run_1/final_placement.png
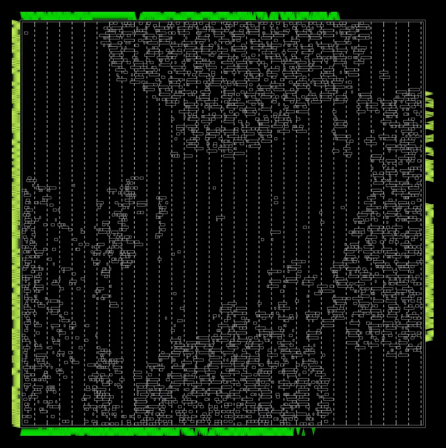
run_1/metal_stack.png
The bar under the picture is 100 um long.
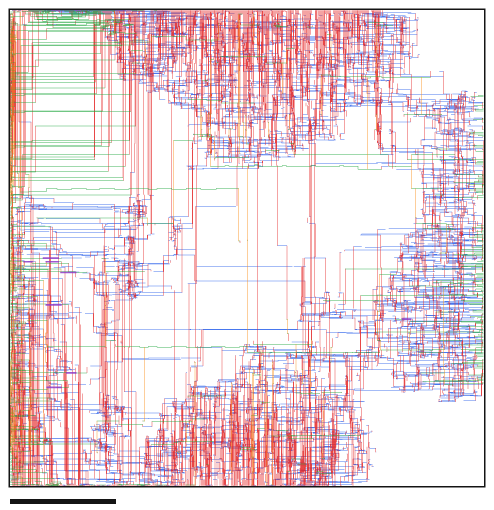
run_1/pins.png
Pins as bars across the die edge, other pins in gray.
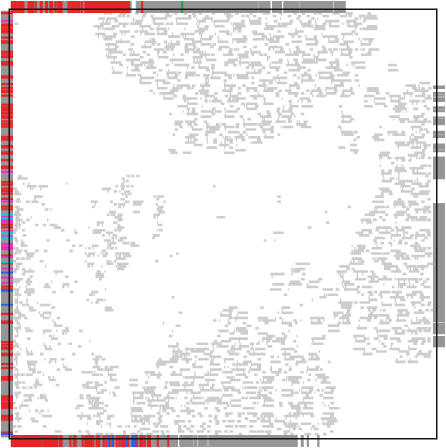
run_1/port_nets.png
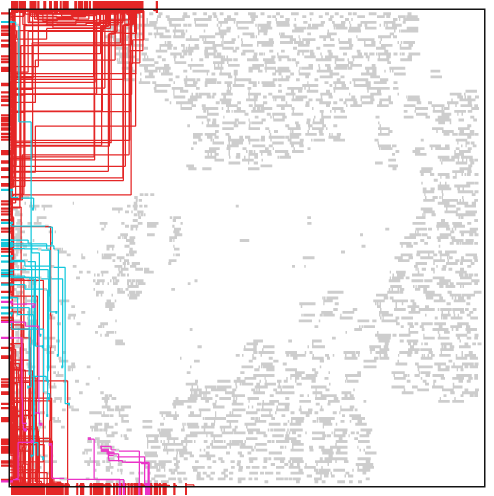
--- config.mk ---
export PLATFORM = sky130hd
export DESIGN_NAME = softmax_row_sched
export DESIGN_NICKNAME = d
export VERILOG_FILES = /design/src/rtl/softmax_ctrl_pkg.sv /design/src/rtl/softmax_prefetch_fifo.sv /design/src/rtl/softmax_row_sched.sv
export SDC_FILE = /design/constraint.sdc
export NUM_CORES = 1
export LEC_CHECK = 0
export CAP_MARGIN = 0
export CORE_AREA = 2 2 447 449
export DETAILED_ROUTE_END_ITERATION = 8
export DIE_AREA = 0 0 449 451
export HOLD_SLACK_MARGIN = 0.06
export PLACE_DENSITY_LB_ADDON = 0.2
export SLEW_MARGIN = 15
export SYNTH_ARGS = -nofsm -noshare
export SYNTH_HDL_FRONTEND = slang
export SYNTH_HIERARCHICAL = 1
export SYNTH_SLANG_ARGS = --single-unit
--- constraint.sdc ---
create_clock -name clk -period 8.8 [get_ports clk]
set_clock_uncertainty 0.1 [all_clocks]
set_input_delay 1.32 -clock clk [delete_from_list [all_inputs] [get_ports clk]]
set_output_delay 1.32 -clock clk [all_outputs]
set_load 0.01 [all_outputs]
--- src/rtl/softmax_ctrl_pkg.sv ---
// Shared widths, FSM encodings and helpers for the softmax row sequencer.
// Optional feature macro used by the top: SOFTMAX_PERF_EN.
package softmax_ctrl_pkg;

  localparam int DATA_W  = 256;
  localparam int ADDR_W  = 10;
  localparam int ROWS_W  = 6;
  localparam int SCALE_W = 16;
  localparam int SHIFT_W = 5;

  localparam logic [1:0] ST_IDLE = 2'd0;
  localparam logic [1:0] ST_RUN  = 2'd1;
  localparam logic [1:0] ST_FIN  = 2'd2;

  // Saturating increment for the 16-bit performance counters.
  function automatic logic [15:0] sat_inc16(input logic [15:0] v);
    if (v == 16'hFFFF) begin
      return v;
    end else begin
      return v + 16'd1;
    end
  endfunction

endpackage

--- src/rtl/softmax_prefetch_fifo.sv ---
// Two-entry row FIFO holding source rows returned ahead of softmax acceptance.
// Callers never push when full nor pop when empty.
module softmax_prefetch_fifo
  import softmax_ctrl_pkg::*;
(
  input  logic              clk,
  input  logic              rst,
  input  logic              push_i,
  input  logic [DATA_W-1:0] push_data_i,
  input  logic              pop_i,
  output logic [DATA_W-1:0] head_o,
  output logic [1:0]        count_o
);

  logic [DATA_W-1:0] mem_q [2];
  logic              wr_ptr_q;
  logic              rd_ptr_q;
  logic [1:0]        cnt_q;
  logic [1:0]        cnt_d;

  // Occupancy next-state; simultaneous push and pop leave the count unchanged.
  always_comb begin
    cnt_d = cnt_q;
    case ({push_i, pop_i})
      2'b10:   cnt_d = cnt_q + 2'd1;
      2'b01:   cnt_d = cnt_q - 2'd1;
      default: cnt_d = cnt_q;
    endcase
  end

  // Storage, pointers and count.
  always_ff @(posedge clk) begin
    if (!rst) begin
      mem_q[0] <= '0;
      mem_q[1] <= '0;
      wr_ptr_q <= 1'b0;
      rd_ptr_q <= 1'b0;
      cnt_q    <= 2'd0;
    end else begin
      if (push_i) begin
        mem_q[wr_ptr_q] <= push_data_i;
        wr_ptr_q        <= ~wr_ptr_q;
      end
      if (pop_i) begin
        rd_ptr_q <= ~rd_ptr_q;
      end
      cnt_q <= cnt_d;
    end
  end

  assign head_o  = mem_q[rd_ptr_q];
  assign count_o = cnt_q;

endmodule

--- src/rtl/softmax_row_sched.sv ---
// Job sequencer: streams score rows from the source buffer through softmax into the destination buffer.
// Defining SOFTMAX_PERF_EN adds perf_cycles/perf_stalls outputs.
module softmax_row_sched
  import softmax_ctrl_pkg::*;
(
  input  logic               clk,
  input  logic               rst,
  input  logic               cfg_start,
  input  logic [ROWS_W-1:0]  cfg_rows,
  input  logic [ADDR_W-1:0]  cfg_src_base,
  input  logic [ADDR_W-1:0]  cfg_dst_base,
  input  logic [SCALE_W-1:0] cfg_in_scale,
  input  logic [SCALE_W-1:0] cfg_out_scale,
  input  logic [SHIFT_W-1:0] cfg_S,
  output logic               busy,
  output logic               done,
  output logic               src_rd_en,
  output logic [ADDR_W-1:0]  src_rd_addr,
  input  logic [DATA_W-1:0]  src_rd_data,
  output logic               sm_in_valid,
  input  logic               sm_in_ready,
  output logic [DATA_W-1:0]  sm_in_data,
  output logic [SCALE_W-1:0] sm_in_scale,
  output logic [SCALE_W-1:0] sm_out_scale,
  output logic [SHIFT_W-1:0] sm_S,
  input  logic               sm_out_valid,
  output logic               sm_out_ready,
  input  logic [DATA_W-1:0]  sm_out_data,
  output logic               dst_wr_en,
  output logic [ADDR_W-1:0]  dst_wr_addr,
  output logic [DATA_W-1:0]  dst_wr_data,
  input  logic               dst_wr_ready
`ifdef SOFTMAX_PERF_EN
  ,
  output logic [15:0]        perf_cycles,
  output logic [15:0]        perf_stalls
`endif
);

  logic [1:0]         state_q, state_d;
  logic [ROWS_W-1:0]  rows_q, rd_cnt_q, rd_cnt_d, wr_cnt_q, wr_cnt_d, wr_cnt_inc_s;
  logic [ADDR_W-1:0]  src_base_q, dst_base_q;
  logic [SCALE_W-1:0] in_scale_q, out_scale_q;
  logic [SHIFT_W-1:0] s_q;
  logic               rd_inflight_q;
  logic               run_s, start_acc_s, rd_issue_s, pop_s, wr_acc_s;
  logic [1:0]         fifo_cnt_s;
  logic [2:0]         credit_s;
  logic [DATA_W-1:0]  fifo_head_s;

  assign run_s        = (state_q == ST_RUN);
  assign start_acc_s  = (state_q == ST_IDLE) && cfg_start;
  // A read is only issued if its row has a guaranteed FIFO slot on return.
  assign credit_s     = {1'b0, fifo_cnt_s} + {2'b00, rd_inflight_q};
  assign rd_issue_s   = run_s && (rd_cnt_q < rows_q) && (credit_s < 3'd2);
  assign pop_s        = (fifo_cnt_s != 2'd0) && sm_in_ready;
  assign wr_acc_s     = run_s && sm_out_valid && dst_wr_ready;
  assign wr_cnt_inc_s = wr_cnt_q + ROWS_W'(1);

  softmax_prefetch_fifo u_fifo (
    .clk         (clk),
    .rst         (rst),
    .push_i      (rd_inflight_q),
    .push_data_i (src_rd_data),
    .pop_i       (pop_s),
    .head_o      (fifo_head_s),
    .count_o     (fifo_cnt_s)
  );

  // Job state machine.
  always_comb begin
    state_d = state_q;
    case (state_q)
      ST_IDLE: begin
        if (cfg_start) begin
          state_d = (cfg_rows == '0) ? ST_FIN : ST_RUN;
        end else begin
          state_d = ST_IDLE;
        end
      end
      ST_RUN: begin
        if (wr_acc_s && (wr_cnt_inc_s == rows_q)) begin
          state_d = ST_FIN;
        end else begin
          state_d = ST_RUN;
        end
      end
      ST_FIN:  state_d = ST_IDLE;
      default: state_d = ST_IDLE;
    endcase
  end

  // Read/write row counters, restarted by each accepted job.
  always_comb begin
    rd_cnt_d = rd_cnt_q;
    wr_cnt_d = wr_cnt_q;
    if (start_acc_s) begin
      rd_cnt_d = '0;
      wr_cnt_d = '0;
    end else begin
      rd_cnt_d = rd_issue_s ? (rd_cnt_q + ROWS_W'(1)) : rd_cnt_q;
      wr_cnt_d = wr_acc_s ? wr_cnt_inc_s : wr_cnt_q;
    end
  end

  // State, counters and per-job configuration held stable for softmax.
  always_ff @(posedge clk) begin
    if (!rst) begin
      state_q       <= ST_IDLE;
      rd_cnt_q      <= '0;
      wr_cnt_q      <= '0;
      rd_inflight_q <= 1'b0;
      rows_q        <= '0;
      src_base_q    <= '0;
      dst_base_q    <= '0;
      in_scale_q    <= '0;
      out_scale_q   <= '0;
      s_q           <= '0;
    end else begin
      state_q       <= state_d;
      rd_cnt_q      <= rd_cnt_d;
      wr_cnt_q      <= wr_cnt_d;
      rd_inflight_q <= rd_issue_s;
      if (start_acc_s) begin
        rows_q      <= cfg_rows;
        src_base_q  <= cfg_src_base;
        dst_base_q  <= cfg_dst_base;
        in_scale_q  <= cfg_in_scale;
        out_scale_q <= cfg_out_scale;
        s_q         <= cfg_S;
      end
    end
  end

  assign busy         = (state_q != ST_IDLE);
  assign done         = (state_q == ST_FIN);
  assign src_rd_en    = rd_issue_s;
  assign src_rd_addr  = src_base_q + ADDR_W'(rd_cnt_q);
  assign sm_in_valid  = (fifo_cnt_s != 2'd0);
  assign sm_in_data   = fifo_head_s;
  assign sm_in_scale  = in_scale_q;
  assign sm_out_scale = out_scale_q;
  assign sm_S         = s_q;
  assign sm_out_ready = dst_wr_ready && run_s;
  assign dst_wr_en    = sm_out_valid && run_s;
  assign dst_wr_addr  = dst_base_q + ADDR_W'(wr_cnt_q);
  assign dst_wr_data  = sm_out_data;

`ifdef SOFTMAX_PERF_EN
  logic [15:0] perf_cycles_q, perf_stalls_q;

  // Run-time and input-stall counters; they freeze once the job leaves RUN.
  always_ff @(posedge clk) begin
    if (!rst) begin
      perf_cycles_q <= 16'd0;
      perf_stalls_q <= 16'd0;
    end else if (start_acc_s) begin
      perf_cycles_q <= 16'd0;
      perf_stalls_q <= 16'd0;
    end else begin
      if (run_s) begin
        perf_cycles_q <= sat_inc16(perf_cycles_q);
      end
      if (sm_in_valid && !sm_in_ready) begin
        perf_stalls_q <= sat_inc16(perf_stalls_q);
      end
    end
  end

  assign perf_cycles = perf_cycles_q;
  assign perf_stalls = perf_stalls_q;
`endif

endmodule

==> deck_impl_summary.md, run 1 <==
Key Metrics from the Run

Status
  – Status: complete, no violations

Clocking
  – Clock sinks: 595
  – CTS max path bufs: 3
  – Worst-Skew Late Latency: 0.69 ns
  – Setup fix buffers added after clock tree synthesis: 0
  – CTS Hold Bufs: 0
  – Num CTS Buffers: 81
  – CTS clk-pin slew, worst paths: 0.06 ns
  – CTS tree: yes
  – Post-CTS sizing: 0

Global routing
  – First-pass GRT wire length: 167400 um
  – Initial antenna violation count: 35
  – Tot GR Track Use: 11.90%
  – Largest net degree at the start of global routing: 120
  – Vias in the first global route: 19310
  – Gr ovfl total: 0

Routing
  – Vias post-DR: 18770
  – DRC: 0
  – Post-Route WL: 124600 um
  – First-pass DRT Iterations: 4
  – Vias per inst: 3.419
  – DR iter-0 viols: 862

Power and ir drop
  – PwrDens: 209.2 nW/um^2
  – Total Power: 0.007934 W
  – VDD IR max: 0.1215 mV
  – LEAKAGE: 12.98 nW

Final timing
  – Slew @ Worst Pin: 1.048 ns
  – Final Max Slew Viols: 0
  – Post-layout minimum cycle time: 4.914 ns
  – Fin. Hold Viols: 0
  – RSZ-0062 raised after global routing: no
  – Max frequency: 203.5 MHz

Yosys
  – Comb area leader: simple AND/OR/NAND/NOR gates
  – Synth Register Bits: 595
  – Unique cell types: 47
  – And+or+nand+nor area frac: 13.45%
  – Seq share, synth: 60.64%
  – XOR Share, Synth: 1.029%
  – Cell Area, Synth: 28090 sq um
  – Yosys warns: 6
  – Adder Area Share: 1.033%
  – Ys cells: 2401
  – Yosys stat area: 28090 sq um
  – Top_reg_cell synth: edfxtp_1
  – Synthesized instance count: 2401
  – Mux frac, synth: 10.39%

Floorplanning
  – Die height: 451 um
  – Die Area: 202500 sq um
  – I/O pin count: 1156

Cells and area
  – Fin cells: 5491
  – Share of layout cells above drive strength 1: 14.51%
  – Final nets: 3367

Worst setup path
  – Nature of the critical path startpoint: flip-flop
  – Critical Path End Type: output port
  – Worst Path Arrival: 3.49 ns
  – Largest fanout on the critical path: 45
  – Crit Path Category: flip-flop to output port
  – CP required: 7.38 ns

Placed design
  – Final Wtd Congestion: 0.7863
  – IO buf count: 643
  – Dpl cell area: 35250 sq um
  – Placed insts: 5337

Min path
  – Hold WC Path Type: flip-flop to flip-flop

Flow run
  – Maxcap violations: 0
## Picture notes: final_placement.png
Fillers: 21690
Core ar.: 198200 sq um
Std-Cell Rows: 164

## Picture notes: metal_stack.png
[purple] met5 | wire length: 88.3 um
[blue] met1 | wire length: 39.9 mm
[green] met3 | wire length: 11100 um
[orange] met4 | wire length: 4840 um
[red] met2 | wire length: 68.7 mm

## Picture notes: pins.png
[green] sm_in_ready | pins: 1 | direction: input | edge: north
[blue] dst_wr_addr | pins: 10 | direction: output | edge: 6 south, 4 west
[magenta] cfg_out_scale | pins: 16 | direction: input | edge: west
[red] sm_out_data | pins: 256 | direction: input | edge: 88 north, 85 west, 83 south
[cyan] sm_S | pins: 5 | direction: output | edge: west
all pins by edge: 359 north, 330 west, 318 south, 149 east

## Picture notes: port_nets.png
[red] sm_out_data | bits: 256 | direction: input | edge: 88 north, 85 west, 83 south | end cells: 0 | buffers: 0 | wire: 17500 um
[magenta] dst_wr_addr | bits: 10 | direction: output | edge: 6 south, 4 west | end cells: 10 | buffers: 10 | wire: 761 um
[cyan] cfg_out_scale | bits: 16 | direction: input | edge: west | end cells: 16 | buffers: 16 | wire: 2200 um

## run 1: through the flow
step	hold slack [ns]	worst slack, ns	util, %
floorplan	0.3472	0.7780	-
global placement	0.3525	4.518	17.78
detailed placement	0.3604	4.481	17.78
CTS	0.3686	3.665	19.13
global route	0.3808	3.616	19.13
finish	0.3650	3.886	19.14
## run 1: flip-flops by register name, summed over array words and instances (netlist names), 5 cells and up, named ones only
| name | cells |
|---|---|
| dst_base_q | 10 |
| rd_cnt_q | 6 |
| rows_q | 6 |
| sm_S | 5 |
| sm_in_scale | 16 |
| sm_out_scale | 16 |
| src_base_q | 10 |
| u_fifo/mem_q | 512 |
| wr_cnt_q | 6 |
## run 1: area by class of cell
class	count	area (sq um)	area share, %
clock inverter	39	442.9	1.168
timing repair buffer	673	6716	17.71
inverter	14	52.55	0.1385
clock buffer	106	2216	5.841
multi-input combinational	1399	8120	21.41
sequential	595	17040	44.92
antenna	9	22.52	0.05937
tap	2656	3323	8.760
## run 1: layer usage
layer | track usage (%) | wire [um] | up-vias
met5 | 0 | 88 | -
met4 | 5.019 | 4836 | 16
met3 | 4.975 | 11100 | 288
met2 | 22.79 | 68700 | 799
met1 | 10.89 | 39880 | 9049
li1 | - | - | 8620
## run 1: final timing paths
kind	end	startpoint	cells after the start	slack (ns)
min reg2reg	sm_in_scale[0]$_SDFFE_PN0P_	sm_in_scale[0]$_SDFFE_PN0P_	2	0.36
max	sm_in_data[29]	flip-flop	4	3.89
max reg2reg	u_fifo/mem_q[0][244]$_SDFFCE_PN0P_	rd_inflight_q$_SDFF_PN0_	4	5.44
min	sm_in_scale[0]$_SDFFE_PN0P_	sm_in_scale[0]$_SDFFE_PN0P_	2	0.36
## run 1: critical path, cell delays in order, from the launching register on
cell             delay [ns]
dfxtp_4                0.75
buf_4                  0.49
buf_4                  0.55
mux2_2                 0.41
clkdlybuf4s50_1        0.49
## run 1: logic make-up (layout without fill, tap and decap cells)
family | count (synthesis) | after routing
multiplexers | 259 | 259
flip-flops | 595 | 595
buffers and inverters | 407 | 832
AND-OR/OR-AND | 111 | 111
XOR/XNOR | 33 | 33
AND/OR/NAND/NOR | 974 | 974
other | 0 | 9
adder cells (fa/ha/maj) | 22 | 22
## run 1: synth_stat cells (9+ instances only)
master	number	area (sq um)
nor2_1	531	1993
nand2_1	401	1505
a21boi_0	65	488.0
clkbuf_1	18	67.56
buf_6	48	540.5
xor2_1	9	78.83
buf_2	55	275.3
a21oi_1	15	75.07
dfxtp_1	83	1662
mux2_2	256	2883
inv_1	14	52.55
xnor2_1	24	210.2
edfxtp_1	512	15370
buf_4	271	2034
o21ai_0	9	45.04
ha_1	20	250.2
## run 1: report_power, final
group	internal, W	leakage (nW)	total, W	switching, W
combinational	0.000641	5.71	0.00126	0.000621
clock	0.00203	1.29	0.00339	0.00136
sequential	0.00321	5.99	0.00328	0.0000673
total	0.00589	13.0	0.00793	0.00204
==> run 1 -> run 2 <==
==> constraint.sdc (replaced) <==
create_clock -name clk -period 4.4 [get_ports clk]
set_clock_uncertainty 0.1 [all_clocks]
set_input_delay 0.66 -clock clk [delete_from_list [all_inputs] [get_ports clk]]
set_output_delay 0.66 -clock clk [all_outputs]
set_load 0.01 [all_outputs]
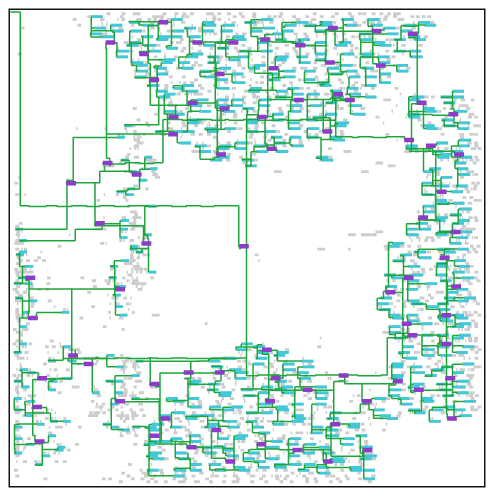
run_2/clock_map.png
[cyan] flip-flops | count: 595
[purple] cells driving clock nets | count: 80
[green] clock wires | length: 11400 um
flops lie: all over the die
routed clock nets: 81

==> run 2 against run 1 <==
Effect of this change: critical path depth increased by 4; flip-flop count unchanged; hold slack got worse by 0.083 ns; synthesized cell count unchanged; sequential share of layout area decreased by 0.056 points; register-to-register slack got worse by 3.6 ns; final area increased by 0.13%; largest cell class unchanged; highest routed layer unchanged; first-iteration DRC count decreased by 18%.
==> deck_impl_summary.md, run 2 <==
Key Metrics from the Run

Status
  – Status: complete, no violations

Clocking
  – CTS tree: yes
  – Worst-Skew Late Latency: 0.69 ns (about the same)
  – CTS max path bufs: 3 (unchanged)
  – Num CTS Buffers: 80 (-1.2%)
  – CTS clk-pin slew, worst paths: 0.06 ns (about the same)

Floorplanning
  – I/O pin count: 1156 (unchanged)
  – Std-Cell Rows: 164 (unchanged)
  – Core ar.: 198200 sq um (unchanged)
  – Die Area: 202500 sq um (unchanged)

Yosys
  – Main area contributors: edfxtp_1, mux2_2, buf_4, nor2_1, dfxtp_1
  – Top cell area share: 54.73% (unchanged)
  – Top cells by count: nor2_1, edfxtp_1, nand2_1, buf_4, mux2_2
  – Synth top cell by count: nor2_1
  – Cell Area, Synth: 28090 sq um (unchanged)
  – Seq share, synth: 60.64% (unchanged)
  – Top_reg_cell synth: edfxtp_1
  – Synth Register Bits: 595 (unchanged)
  – Synthesized instance count: 2401 (unchanged)
  – Unique cell types: 47 (unchanged)
  – Yosys warns: 6 (unchanged)
  – Ys cells: 2401 (unchanged)

Global routing
  – First-pass GRT wire length: 165100 um (-1.3%)
  – Gr ovfl total: 0 (unchanged)
  – Initial antenna violation count: 19 (-46%)
  – Largest net degree at the start of global routing: 120 (unchanged)
  – Vias in the first global route: 19680 (+1.9%)
  – Tot GR Track Use: 11.62% (-0.27 points)

Routing
  – Vias post-DR: 18690 (-0.43%)
  – Post-Route WL: 121900 um (-2.2%)
  – Vias per inst: 3.406 (-0.36%)
  – DR iter-0 viols: 711 (-18%)
  – First-pass DRT Iterations: 5 (+1)
  – DRC: 0 (unchanged)

Cells and area
  – Final nets: 3365 (-0.059%)
  – Share of layout cells above drive strength 1: 14.67% (+0.16 points)
  – Largest register by flop count: u_fifo/mem_q
  – Max reg flops: 512 (unchanged)

Placed design
  – Dpl ws: 0.8442 ns (-3.636 ns)
  – Final Wtd Congestion: 0.7214 (-8.3%)
  – DP HPWL: 86950 um
  – IO buf count: 643 (unchanged)

Final timing
  – Fin worst setup slack: 0.2097 ns (-3.676 ns)
  – Post-layout minimum cycle time: 4.190 ns
  – Cycle use final: 95.23%
  – Slew @ Worst Pin: 0.9153 ns (-0.1330 ns)
  – Max frequency: 238.6 MHz
  – Fin. Hold Viols: 0 (unchanged)
  – Final Max Slew Viols: 0 (unchanged)
  – Min Hold Slack: 0.2818 ns (-0.08316 ns)
  – RSZ-0062 raised after global routing: no

Worst setup path
  – Crit Path Category: flip-flop to output port
  – Nature of the critical path startpoint: flip-flop
  – Largest fanout on the critical path: 6 (-87%)
  – Critical Path End Type: output port
  – R2R Path Start: rd_inflight_q$_SDFF_PN0_
  – CP required: 3.64 ns (-3.74 ns)
  – Slowest stage cell, crit path: clkdlybuf4s50_1
  – Worst Path Arrival: 3.43 ns (-0.06 ns)
  – Max incr delay on CP: 0.63 ns (-0.12 ns)
  – Worst reg-to-reg path cell count: 3 (-1)
  – FF-to-FF setup slack: 1.81 ns (-3.63 ns)

Min path
  – Hold WC Path Type: input port to flip-flop
  – Hold worst-path end: dst_base_q[1]$_SDFFE_PN0P_
  – Hold path start: rst
  – Hold Path Cell Cnt: 2 (unchanged)

Power and ir drop
  – LEAKAGE: 12.99 nW (about the same)
  – PwrDens: 413.2 nW/um^2 (+98%)
  – VDD IR max: 0.2683 mV (+120%)

Flow run
  – Maxcap violations: 0 (unchanged)
[run 2: cell counts after synthesis]
No cell type changed its count.
[run 2: layout make-up]
class / count / area, sq um
diodes: 8 / 20.02
clock buffers: 106 / 2151
clock inverters: 37 / 449.2
fillers: 21850 / 160200
inverters: 14 / 52.55
multi-input cells: 1399 / 8137
flip-flops and latches: 595 / 17040
well taps: 2656 / 3323
repair buffers: 672 / 6809
[run 2: kinds of logic (layout without fill, tap and decap cells)]
group           after synthesis  count (layout)  synth area share (%)
simple gates                974             974                 13.45
mux                         259             259                 10.39
xor+xnor                     33              33                 1.029
buf+inv                     407             829                 10.59
other cells                   0               8                     0
compound gates              111             111                 2.864
fa+ha+maj                    22              22                 1.033
flops                       595             595                 60.64
[run 2: worst max-delay path by stage]
stage,startpoint,to,slack (ns),cells past startpoint
floorplan,rst,u_fifo/mem_q[0][0]$_SDFFCE_PN0P_,-0.37,3
global placement,rd_cnt_q[0]$_SDFFE_PP0P_,src_rd_addr[6],0.79,8
detailed placement,wr_cnt_q[0]$_SDFFE_PP0P_,dst_wr_addr[6],0.84,8
CTS,rd_cnt_q[0]$_SDFFE_PP0P_,src_rd_addr[8],0.01,8
global route,rd_cnt_q[0]$_SDFFE_PP0P_,src_rd_addr[6],0.001,8
finish,rd_cnt_q[0]$_SDFFE_PP0P_,src_rd_addr[8],0.21,8
[run 2: timing repair]
item	in CTS	in global routing
hold buffers	0	0
gates resized	0	1
setup buffers	0	0
setup endpoints to repair	0	1
[run 2: report_power, final]
part	internal, W	total (W)	switching [W]
Sequential	0.00643	0.00653	0.000104
Clock	0.00387	0.00659	0.00272
Combinational	0.00130	0.00257	0.00127
Total	0.0116	0.0157	0.00410
[run 2: through the flow]
| step | cell area [sq um] | setup TNS [ns] | cells | total power, W | util [%] |
|---|---|---|---|---|---|
| final | 37980 | 0 | 5487 | 0.01570 | 19.16 |
| after global routing | 37980 | 0 | 5486 | 0.01639 | 19.16 |
| after CTS | 37960 | 0 | 5479 | 0.01613 | 19.15 |
| after detailed placement | 35360 | 0 | 5336 | 0.009322 | 17.84 |
| after global placement | 35360 | 0 | 5336 | 0.009335 | 17.84 |
| after floorplan | 28100 | -187.15 | 2401 | 0.008088 | - |
[run 2: critical path, delay by kind of cell (launching register included)]
family,cells,cell delay (ns)
DFF,1,0.37
adders and majority gates,2,0.68
and+or+nand+nor,2,0.39
buffers and inverters,1,0.63
AOI/OAI and AO/OA,3,0.68
[run 2: per-layer routing]
metal	wire, um	up-vias	GRT usage [%]
li1	-	8605	-
met1	39280	9034	10.58
met2	66280	774	22.03
met3	10980	270	5.085
met4	5277	8	5.172
met5	48	-	0.09470
==> run 2 -> run 3 <==
--- a/config.mk
+++ b/config.mk
@@ -5,10 +5,11 @@
 export SDC_FILE = /design/constraint.sdc
 export NUM_CORES = 1
 export LEC_CHECK = 0
+export ABC_AREA = 1
 export CAP_MARGIN = 0
-export CORE_AREA = 2 2 447 449
+export CORE_AREA = 2 2 444 446
 export DETAILED_ROUTE_END_ITERATION = 8
-export DIE_AREA = 0 0 449 451
+export DIE_AREA = 0 0 446 448
 export HOLD_SLACK_MARGIN = 0.06
 export PLACE_DENSITY_LB_ADDON = 0.2
 export SLEW_MARGIN = 15
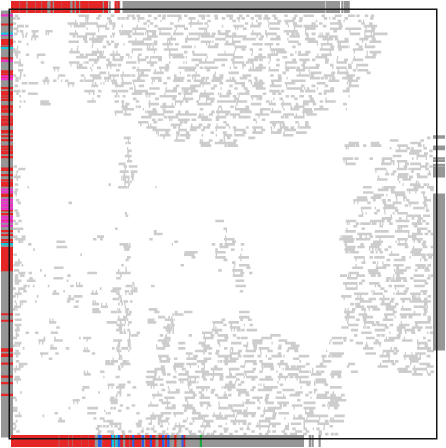
run_3/pins.png
Pins as bars across the die edge, other pins in gray.
[cyan] sm_S | pins: 5 | direction: output | edge: 3 west, 2 south
[blue] dst_wr_addr | pins: 10 | direction: output | edge: south
[green] sm_in_ready | pins: 1 | direction: input | edge: south
[magenta] cfg_out_scale | pins: 16 | direction: input | edge: west
[red] sm_out_data | pins: 256 | direction: input | edge: 111 south, 79 west, 66 north
all pins by edge: 358 north, 334 south, 328 west, 136 east

==> run 3 against run 2 <==
Effect of this change: final area barely moved; register-to-register slack barely moved; synthesized area decreased by 1.3%; global-route usage up 0.43 points; sequential share of layout area barely moved; synthesized cell count grew 0.96%; count of clock-buffer cells in the layout decreased by 3; utilization rose by 0.34 points; fmax up 7.7%; die area shrank 1.3%; combinational power shrank 7%; critical path type unchanged; critical endpoint is now src_rd_en.
==> deck_impl_summary.md, run 3 <==
Key Metrics from the Run

Yosys
  – Seq share, synth: 61.47% (+0.83 points)
  – Cell Area, Synth: 27710 sq um (-1.3%)
  – Top_reg_cell synth: edfxtp_1
  – Ys cells: 2424 (+0.96%)
  – Main area contributors: edfxtp_1, mux2_2, nor2_1, buf_4, dfxtp_1
  – Synth top cell by count: nor2_1
  – Top cell area share: 55.48% (+0.75 points)

Routing
  – First-pass DRT Iterations: 5 (unchanged)
  – Vias post-DR: 18470 (-1.2%)
  – Post-Route WL: 125600 um (+3.1%)
  – Vias per inst: 3.396 (-0.29%)
  – DR iter-0 viols: 670 (-5.8%)
  – DRC: 0 (unchanged)

Global routing
  – Initial antenna violation count: 19 (unchanged)
  – Tot GR Track Use: 12.06% (+0.43 points)
  – Gr ovfl total: 0 (unchanged)
  – Vias in the first global route: 19130 (-2.8%)
  – Largest net degree at the start of global routing: 127 (+5.8%)

Final timing
  – Max frequency: 257.0 MHz (+7.7%)
  – Cycle use final: 88.44% (-6.8 points)
  – Post-layout minimum cycle time: 3.892 ns (-0.2988 ns)
  – Fin. Hold Viols: 0 (unchanged)
  – RSZ-0062 raised after global routing: no
  – Final Max Slew Viols: 0 (unchanged)

Clocking
  – CTS Hold Bufs: 0 (unchanged)
  – CTS clk-pin slew, worst paths: 0.05 ns (about the same)
  – Worst-Skew Late Latency: 0.69 ns (about the same)
  – Setup fix buffers added after clock tree synthesis: 0 (unchanged)
  – CTS max path bufs: 3 (unchanged)

Cells and area
  – Share of layout cells above drive strength 1: 15.02% (+0.36 points)
  – Fin cells: 5438 (-0.89%)
  – Fillers: 21300 (-2.5%)
  – Max reg flops: 512 (unchanged)
  – Largest register by flop count: u_fifo/mem_q
  – Fin util: 19.50% (+0.34 points)
  – Register area: 17040 sq um (unchanged)

Power and ir drop
  – Clk pwr share: 43.5% (+1.5 points)
  – Seq pwr share: 41.4% (-0.2 points)
  – Internal: 0.01167 W (+0.66%)
  – Comb pwr share: 15.1% (-1.3 points)
  – Switch share: 26.13% (about the same)
  – Sw Pwr: 0.004129 W (+0.74%)

Floorplanning
  – Std-Cell Rows: 162 (-1.2%)
  – Core ar.: 194600 sq um (-1.8%)
  – Die Area: 199800 sq um (-1.3%)

Placed design
  – Final Wtd Congestion: 0.8073 (+12%)
  – Placed insts: 5278 (-1.1%)

Worst setup path
  – Slowest stage cell, crit path: clkdlybuf4s50_1
  – Worst Path Arrival: 3.13 ns (-0.30 ns)
  – Largest fanout on the critical path: 9 (+3)
  – Max incr delay on CP: 0.66 ns (+0.03 ns)
  – Crit Path Category: flip-flop to output port
  – Nature of the critical path startpoint: flip-flop
  – Critical Path End Type: output port

Flow run
  – Maxcap violations: 0 (unchanged)

Status
  – Status: complete, no violations
run 3: netlist changes by cell type after synthesis, moves of 7 or more:
cell,previous run,this run
buf_2,55,39
a21oi_1,15,28
xnor2_1,24,5
o21ai_0,9,68
a21boi_0,65,0
inv_1,14,291
buf_6,48,26
nand2_1,401,71
xor2_1,9,16
buf_4,271,283
nand3_1,6,30
nor2_1,531,645
run 3: area by class of cell:
type | count | area share (%)
sequential | 595 | 44.91
multi-input combinational | 1170 | 18.32
timing repair buffer | 675 | 18.21
antenna | 7 | 0.04616
clock inverter | 50 | 1.395
tap | 2542 | 8.382
inverter | 296 | 2.928
clock buffer | 103 | 5.807
run 3: path summary, 6_finish.rpt:
check / start / end / slack (ns) / depth (start not counted)
max reg2reg: rd_inflight_q$_SDFF_PN0_ / u_fifo/mem_q[0][85]$_SDFFCE_PN0P_ / 1.82 / 5
min reg2reg: sm_out_scale[8]$_SDFFE_PN0P_ / sm_out_scale[8]$_SDFFE_PN0P_ / 0.38 / 2
max: rd_cnt_q[5]$_SDFFE_PP0P_ / src_rd_en / 0.51 / 8
min: rst / u_fifo/count_o[1]$_SDFFE_PN0P_ / 0.27 / 3
run 3: cells by family (layout without fill, tap and decap cells):
logic type | count (synthesis) | after routing | synth area share, %
AND-OR/OR-AND | 103 | 103 | 1.914
XOR/XNOR | 21 | 21 | 0.6636
adder cells (fa/ha/maj) | 22 | 22 | 1.047
buffers and inverters | 659 | 1124 | 13.64
flip-flops | 595 | 595 | 61.47
multiplexers | 256 | 256 | 10.40
other | 0 | 7 | 0
AND/OR/NAND/NOR | 768 | 768 | 10.86
run 3: layer usage:
layer / global-route usage (%) / vias up / wire [um]
met4: 5.693 / 6 / 5633
met2: 23.62 / 733 / 70950
met3: 4.827 / 247 / 10240
met1: 10.51 / 9009 / 38740
li1: - / 8475 / -
met5: 0.1203 / - / 50
run 3: through the flow:
stage / total power [W] / area (sq um) / hold slack, ns / setup slack [ns]
3_3_place_gp: 0.009140 / 35200 / 0.3660 / 1.085
6_report: 0.01580 / 37950 / 0.2724 / 0.5085
4_1_cts: 0.01624 / 37930 / 0.1854 / 0.2849
3_5_place_dp: 0.009135 / 35200 / 0.3717 / 1.091
2_1_floorplan: 0.007896 / 27730 / 0.3566 / 0.8532
5_1_grt: 0.01652 / 37950 / 0.2164 / 0.2416
run 3: power groups by stage:
stage / clock network, W / registers (W) / logic, W
2_1_floorplan: 0 / 0.00664 / 0.00126
3_3_place_gp: 0 / 0.00666 / 0.00248
3_5_place_dp: 0 / 0.00666 / 0.00247
4_1_cts: 0.00721 / 0.00655 / 0.00249
5_1_grt: 0.00738 / 0.00657 / 0.00256
6_report: 0.00688 / 0.00654 / 0.00239
run 3: critical path, delay by kind of cell, from the launching register on:
family	cells	cell delay [ns]
adders and majority gates	1	0.33
and+or+nand+nor	3	0.46
AOI/OAI and AO/OA	2	0.30
buffers and inverters	2	0.77
DFF	1	0.58
Power figures rest on the tool's default switching activity, not on a simulated workload.
